==> config.mk <==
export PLATFORM = sky130hd
export DESIGN_NAME = wb_timer_multi_flat
export DESIGN_NICKNAME = d
export VERILOG_FILES = /design/src/rtl/wb_timer_multi_if.sv /design/src/rtl/wb_timer_multi.sv /design/src/flat_wrapper.sv
export SDC_FILE = /design/constraint.sdc
export NUM_CORES = 1
export LEC_CHECK = 0
export CELL_PAD_IN_SITES_DETAIL_PLACEMENT = 0
export CELL_PAD_IN_SITES_GLOBAL_PLACEMENT = 1
export CORE_MARGIN = 4
export CORE_UTILIZATION = 40
export DETAILED_ROUTE_END_ITERATION = 7
export PLACE_DENSITY = 0.75
export SLEW_MARGIN = 20
export SYNTH_ARGS = -nofsm -noshare
export SYNTH_HDL_FRONTEND = slang
export SYNTH_SLANG_ARGS = --single-unit
==> constraint.sdc <==
create_clock -name clk -period 2.55 [get_ports clk]
set_clock_uncertainty 0.2 [all_clocks]
set_input_delay 0.255 -clock clk [delete_from_list [all_inputs] [get_ports clk]]
set_output_delay 0.255 -clock clk [all_outputs]
set_load 0.01 [all_outputs]
run_1/floorplan.png
Scale bar: 50 um. Pins as bars on the die edge.
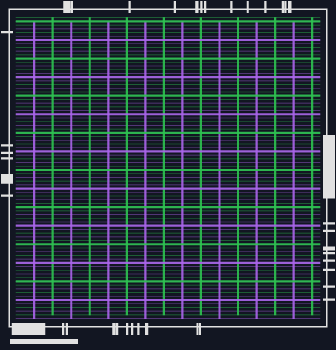
- green: VDD
- purple: VSS
- met5 straps: 16
- signal pins: 110
- met1 rails: 82
- rows: 81
- met4 straps: 16
CORE AREA: 0.0492 mm2
Die Span Y: 231 um
width of the chip: 231 um
worst vdd ir: 0.411 mV

run_1/class_map.png
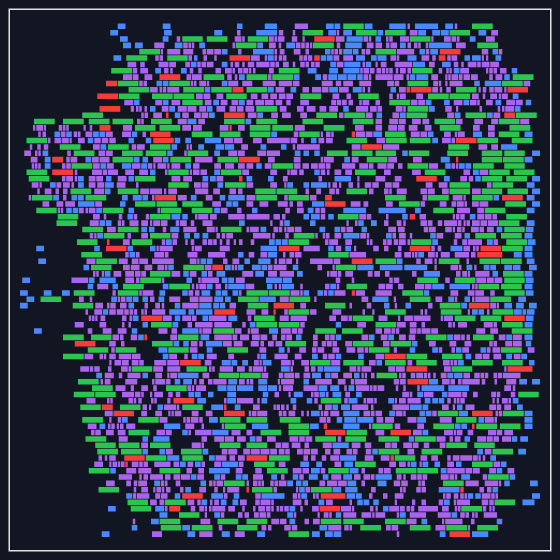
- red: clock drivers and dummy loads (cells 77; share of their area 5.0%)
- green: registers (cells 337; share of their area 29%)
- purple: remaining logic cells (cells 1646; share of their area 44%)
- blue: remaining buffers and delay cells (cells 621; share of their area 21%)
Final Cell Area: 0.0295 mm2
number of core rows: 81

run_1/clock_wires.png
Scale bar: 50 um.
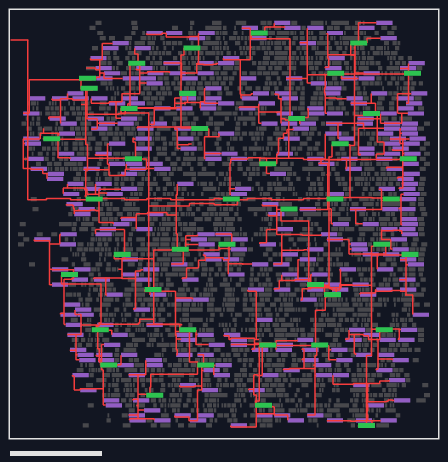
- purple: flip-flops (count 337)
- green: clock-net drivers (count 42)
- red: clock wires (length 5180 um)
- flops lie: spread over the die
- routed clock nets: 43
share of total power in the clock network: 45.0%
P_clk: 0.00624 W
clk ins delay skew pair: 0.58 ns

==> ds_physical_params.txt, run 1 <==
Summary of implementation characteristics

Parameter                              Value

Outcome
  Outcome .................. complete, but fails checks
  Failing checks .................. hold timing, setup timing

Worst setup path
  Crit start category .................. register
  Crit. End Element .................. register

Global routing
  Number of global-route vias before repair .................. 19900

Final timing
  PnR worst setup slack .................. -0.274 ns
  Minimum hold slack .................. -0.00436 ns
  Final hold violations .................. 1
  Final setup viols .................. 239

Yosys
  Dominant synthesized flop cell .................. sky130_fd_sc_hd__dfrtp_1
  Seq/Total Area, Yosys .................. between 40% and 50%
  Synth async-reset ratio .................. 100%
  Commonest cells in the synthesized netlist .................. sky130_fd_sc_hd__dfrtp_1, sky130_fd_sc_hd__nand2_1, sky130_fd_sc_hd__mux2_2, sky130_fd_sc_hd__nor2_1, sky130_fd_sc_hd__xnor2_1

Routing
  Wire length the detailed router placed on met1 .................. 37000 um
  WL met3 .................. around 6800 um
  Number of iterations in the first detailed-routing pass .................. 5
  Routed length on met2 .................. about 39000 um
  DR top layer .................. met4

Finish
  # nets final .................. 2726
  Non-clock buffers .................. about 620
  Most frequent cells in the layout .................. sky130_fd_sc_hd__buf_4, sky130_fd_sc_hd__dfrtp_1, sky130_fd_sc_hd__mux2_2
  Most common cell after layout, fill and taps aside .................. sky130_fd_sc_hd__buf_4
  Biggest cell category by area in the final layout .................. logic gates
  Clock tree buffer count of the final layout .................. 63

Floorplan
  Die ar. .................. 0.0535 mm2

Placement
  RePlAce Congestion .................. 0.978
==> run 1: cell families (layout without fill, tap and decap cells) <==
| kind of cell | after synthesis | after routing | synth area share (%) |
|---|---|---|---|
| compound gates | 573 | 573 | 19.9 |
| flops | 337 | 337 | 42.2 |
| mux | 158 | 158 | 8.85 |
| buf+inv | 255 | 783 | 5.03 |
| xor+xnor | 158 | 158 | 6.93 |
| fa+ha+maj | 5 | 5 | 0.313 |
| simple gates | 664 | 667 | 16.7 |
==> run 1: report_power, final <==
group | leakage (nW) | switching, W | internal, W | total [W]
combinational | 7.73 | 0.00116 | 0.000909 | 0.00206
sequential | 4.29 | 0.000104 | 0.00546 | 0.00556
clock | 0.702 | 0.00249 | 0.00376 | 0.00624
==> run 2: changes to the inputs <==
- CORE_UTILIZATION: 40 -> 43
- PLACE_DENSITY: 0.75 -> 0.79
==> ds_physical_params.txt, run 2 <==
Summary of implementation characteristics

Parameter                              Value

Outcome
  Outcome .................. complete, but fails checks
  Failing checks .................. setup timing

Final timing
  Final hold violations .................. 0 (-1)
  Final setup viols .................. 124 (-48%)
  PnR worst setup slack .................. -0.257 ns (+0.0167 ns)

Yosys
  Fraction of the mapped netlist area in simple logic gates .................. 16.7% (unchanged)
  XOR/XNOR Area Share .................. 6.93% (unchanged)
  Dominant synthesized flop cell .................. sky130_fd_sc_hd__dfrtp_1
  Seq/Total Area, Yosys .................. 42.2% (unchanged)

Power and ir drop
  Net Sw Frac .................. 26.6% (-0.38 points)
  Total combinational power .................. 0.00201 W (-2%)
  Switching power .................. 0.00372 W (-0.64%)
  Power Sequential .................. 0.00557 W (about the same)
  Power group with the largest share .................. the clock network
  P_clk .................. 0.00640 W (+3%)
  Part of the power in combinational logic .................. 14.4% (-0.5 points)
  Internal Dissipation .................. 0.0103 W (+1.3%)

Finish
  Most frequent cells in the layout .................. sky130_fd_sc_hd__buf_4, sky130_fd_sc_hd__dfrtp_1, sky130_fd_sc_hd__nand2_1
  Non-clock buffers .................. 565 (-9.0%)
  Most common cell after layout, fill and taps aside .................. sky130_fd_sc_hd__buf_4

Floorplan
  Die Span Y .................. 223 um (-3.4%)

Worst setup path
  Crit. End Element .................. register
## run 2: cell counts after synthesis
Identical to the previous run, type by type.
## run 2: metal layers
layer | track usage [%] | routed length [um] | vias up
met5 | 0 | 0 | -
met4 | 12.5 | 3960 | 0
met2 | 47.4 | 36900 | 1181
met1 | 44.4 | 35100 | 10200
li1 | - | - | 8914
met3 | 4.42 | 7070 | 225
## run 2: logic make-up after synthesis
family | Yosys count
simple gates | 664
compound gates | 573
flops | 337
buf+inv | 255
xor+xnor | 158
mux | 158
fa+ha+maj | 5
## run 2: repair_timing
item,4_1_cts,5_1_grt
hold endpoints to repair,337,0
pin swaps,25,123
hold buffers,1,0
gates resized,50,226
endpoints found under the setup margin,168,216
setup buffers,7,29
gates cloned,1,18
run_2/layers.png
Scale bar: 50 um.
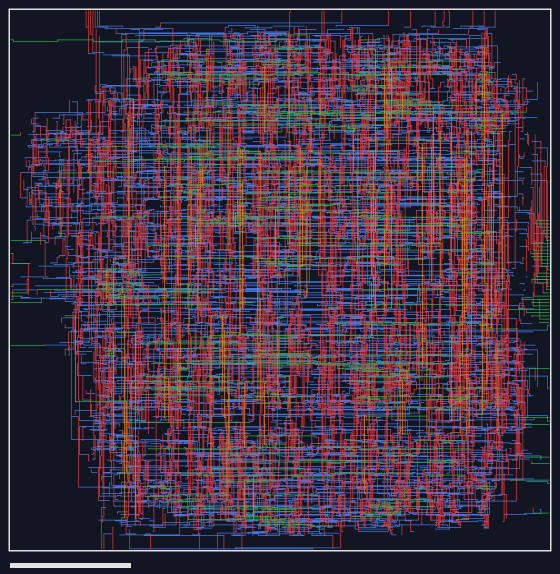
- orange: M4 (wire length 3960 um)
- blue: M1 (wire length 35.1 mm)
- red: M2 (wire length 36.9 mm)
- green: M3 (wire length 7070 um)
total routed wirelength: 83100 um
gr usage total: 31.0%
vias after detailed routing: 20500
Wirelength per Cell: 25.8 um

run_2/class_map.png
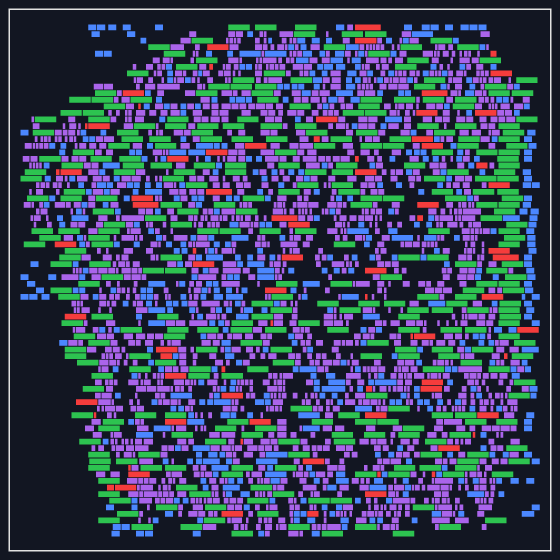
- green: registers (cells 337; share of their area 31%)
- blue: remaining buffers and delay cells (cells 565; share of their area 19%)
- red: clock drivers and dummy loads (cells 76; share of their area 5.4%)
- purple: remaining logic cells (cells 1643; share of their area 44%)
register share of the cell area: 30.3%
fraction of the core area covered by cells at the end of the flow: 61.0%
number of core rows: 78
Final Cell Area: 0.0279 mm2
CORE AREA: 0.0457 mm2

run_2/clock_nets.png
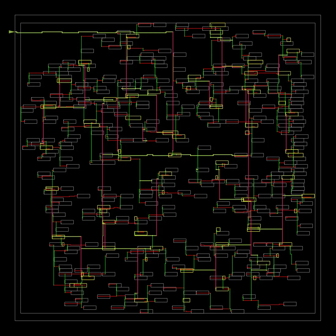
clk ins delay skew pair: 0.57 ns
clock tree buffer count of the final layout: 57

Power is estimated from default activity; no workload was simulated.
